Design rs_chien_sched_flat, sky130hd; sources not shown.
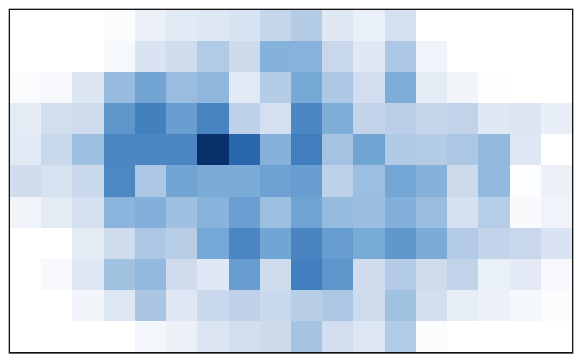
*Wiring heat map*
18 x 11 tiles, from white (low) to dark blue (high), scaled to the fullest tile. Values are wire area over tile area, all layers added.
The fullest tile reaches 0.67. 17% of the tiles are nearly empty. 15% of the tiles are over half the peak. The emptiest ninth of the die: top right. The mean over all tiles is 0.17. The densest ninth of the die: middle.
aggregate global-route resource usage: 23.2%
vias: 1888
total wire length: 5.43 mm
Avg WL per Cell: 15.2 um

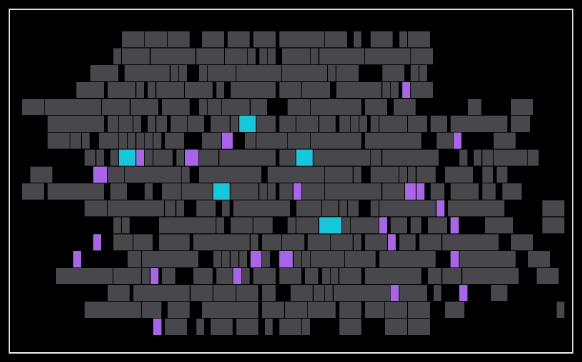
*Logic cells by family*
Key: cyan = non-inverting ao/oa cells [cells 5, most used a21o_1, where middle]; purple = nor cells [cells 23, most used nor2_1]
tally of non-filler cells in the final layout: 358
multi-input combinational area share: 45.8%
most numerous logic cell after layout: clkdlybuf4s50_1

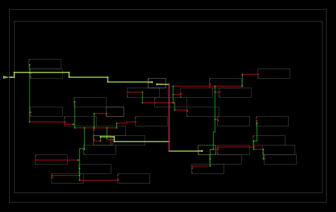
*Clock nets*
clkbuf count: 4
clk latency late pin: 280 ps

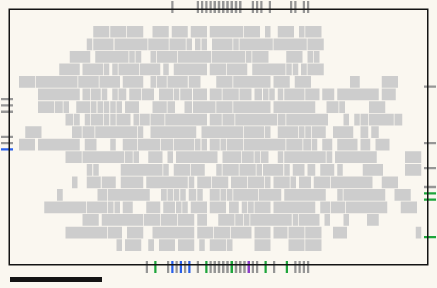
*Ports around the boundary*
Bar = 20 um. Pins as bars across the die edge, other pins in grey.
Key: purple = bus_res_rdy [pins 1, direction input, edge bottom]; green = bus_issue_base [pins 8, direction output, edge 5 bottom, 3 right]; blue = bus_loc_deg [pins 4, direction input, edge 3 bottom, 1 left]
All pins by edge: 29 bottom, 20 top, 7 right, 6 left.
Die X: 90.4 um
die extent in y: 55.0 um

==> results.cfg <==
; synthesis and place-and-route metrics
[synth]
async_flop_share_pct = 100
synth-seq-cells = 28
ys_sh_mux_pct = 1.74
simple_gate_area_share_pct = 13.6
syn_area_per_cell_sq_um = 9.12
top_logic_kind = adder cells
synthCells = 252
area_leaders = dfrtp_1 31%, ha_1 14%, fa_1 9.6%
synthAoiAreaFrac_pct = 10.5
ys_chip_area_sq_um = 2300
edf_count = 0
yosysWarnings = 0

[die]
rows = 18
fp_util_pct = 53.4

[hold_path]
hold_path.class = flop to flop
whs_path_depth = 2

[final_layout]
drive_gt1_share_pct = 6.71
area_delta_synth_final_pct = 27.3
fin_nets = 361
num_antenna_cells = 0

[worst_setup_path]
r2r_slack_ps = 330
worstSetupPathType = primary input to flop
crit_arrival_ps = 5140
crit_fanout = 2
slowest_stage = fa_1

[routing]
antenna_left = 0

[place]
io_buffers = 57

[timing]
fin_crit_sh_pct = 97.7
period_needed_ps = 5130
max_freq_mhz = 195
finalMaxSlewViolations = 0

[clocking]
clk_pin_slew_ps = 90
clockBufferDepth = 2
ctsHoldBuffers = 0

[global_route]
grt_pass1_wl_mm = 8.67

[run_status]
status = complete, no violations
per-layer routing:
layer  track usage, %  wire (um)  vias to the layer above
li1                 -          -                      894
met1             31.1       2450                      923
met2             39.6       2620                       60
met3             4.51        268                       11
met4             6.45         87                        0
met5                0          0                        -
cells by family (layout without fill, tap and decap cells):
family / Yosys count / after routing
xor gates and xnor gates: 18 / 18
DFF: 28 / 28
and+or+nand+nor: 69 / 69
muxes: 4 / 4
AOI/OAI and AO/OA: 35 / 35
other: 1 / 4
adders and majority gates: 37 / 37
buffers and inverters: 60 / 103
cell usage after synthesis, types with 2 or more instances:
master,instances
nor2b_1,2
inv_1,35
xnor2_1,9
nand2_1,32
ha_1,26
xor2_1,9
nand2b_1,3
fa_1,11
buf_4,19
o21ai_0,6
nor3_1,3
a21o_1,3
o211ai_1,2
dfrtp_1,28
clkbuf_1,4
a211oi_1,4
nand4_1,3
nor2_1,17
a21oi_1,9
mux2i_1,4
and2_1,2
metrics by stage:
stage | hold slack [ps] | TNS, ps | utilization [%] | cell area (sq um)
after floorplan | 266 | 0 | - | 2310
after global placement | 285 | -383 | 65.8 | 2830
after detailed placement | 296 | -688 | 66.1 | 2840
after CTS | 324 | 0 | 67.4 | 2900
after global routing | 346 | -2.46 | 68.0 | 2920
final | 317 | 0 | 68.0 | 2920
layout make-up:
| type | instances | area [sq um] |
|---|---|---|
| inverters | 36 | 135 |
| multi-input cells | 167 | 1340 |
| fillers | 302 | 1380 |
| repair buffers | 63 | 619 |
| well taps | 60 | 75.1 |
| flip-flops and latches | 28 | 701 |
| clock buffers | 4 | 55.1 |
critical path: cells and delay by family:
family,cells,cell delay [ps]
AOI/OAI and AO/OA,3,580
and+or+nand+nor,1,70
buffers and inverters,3,530
adders and majority gates,7,2780
xor gates and xnor gates,1,140
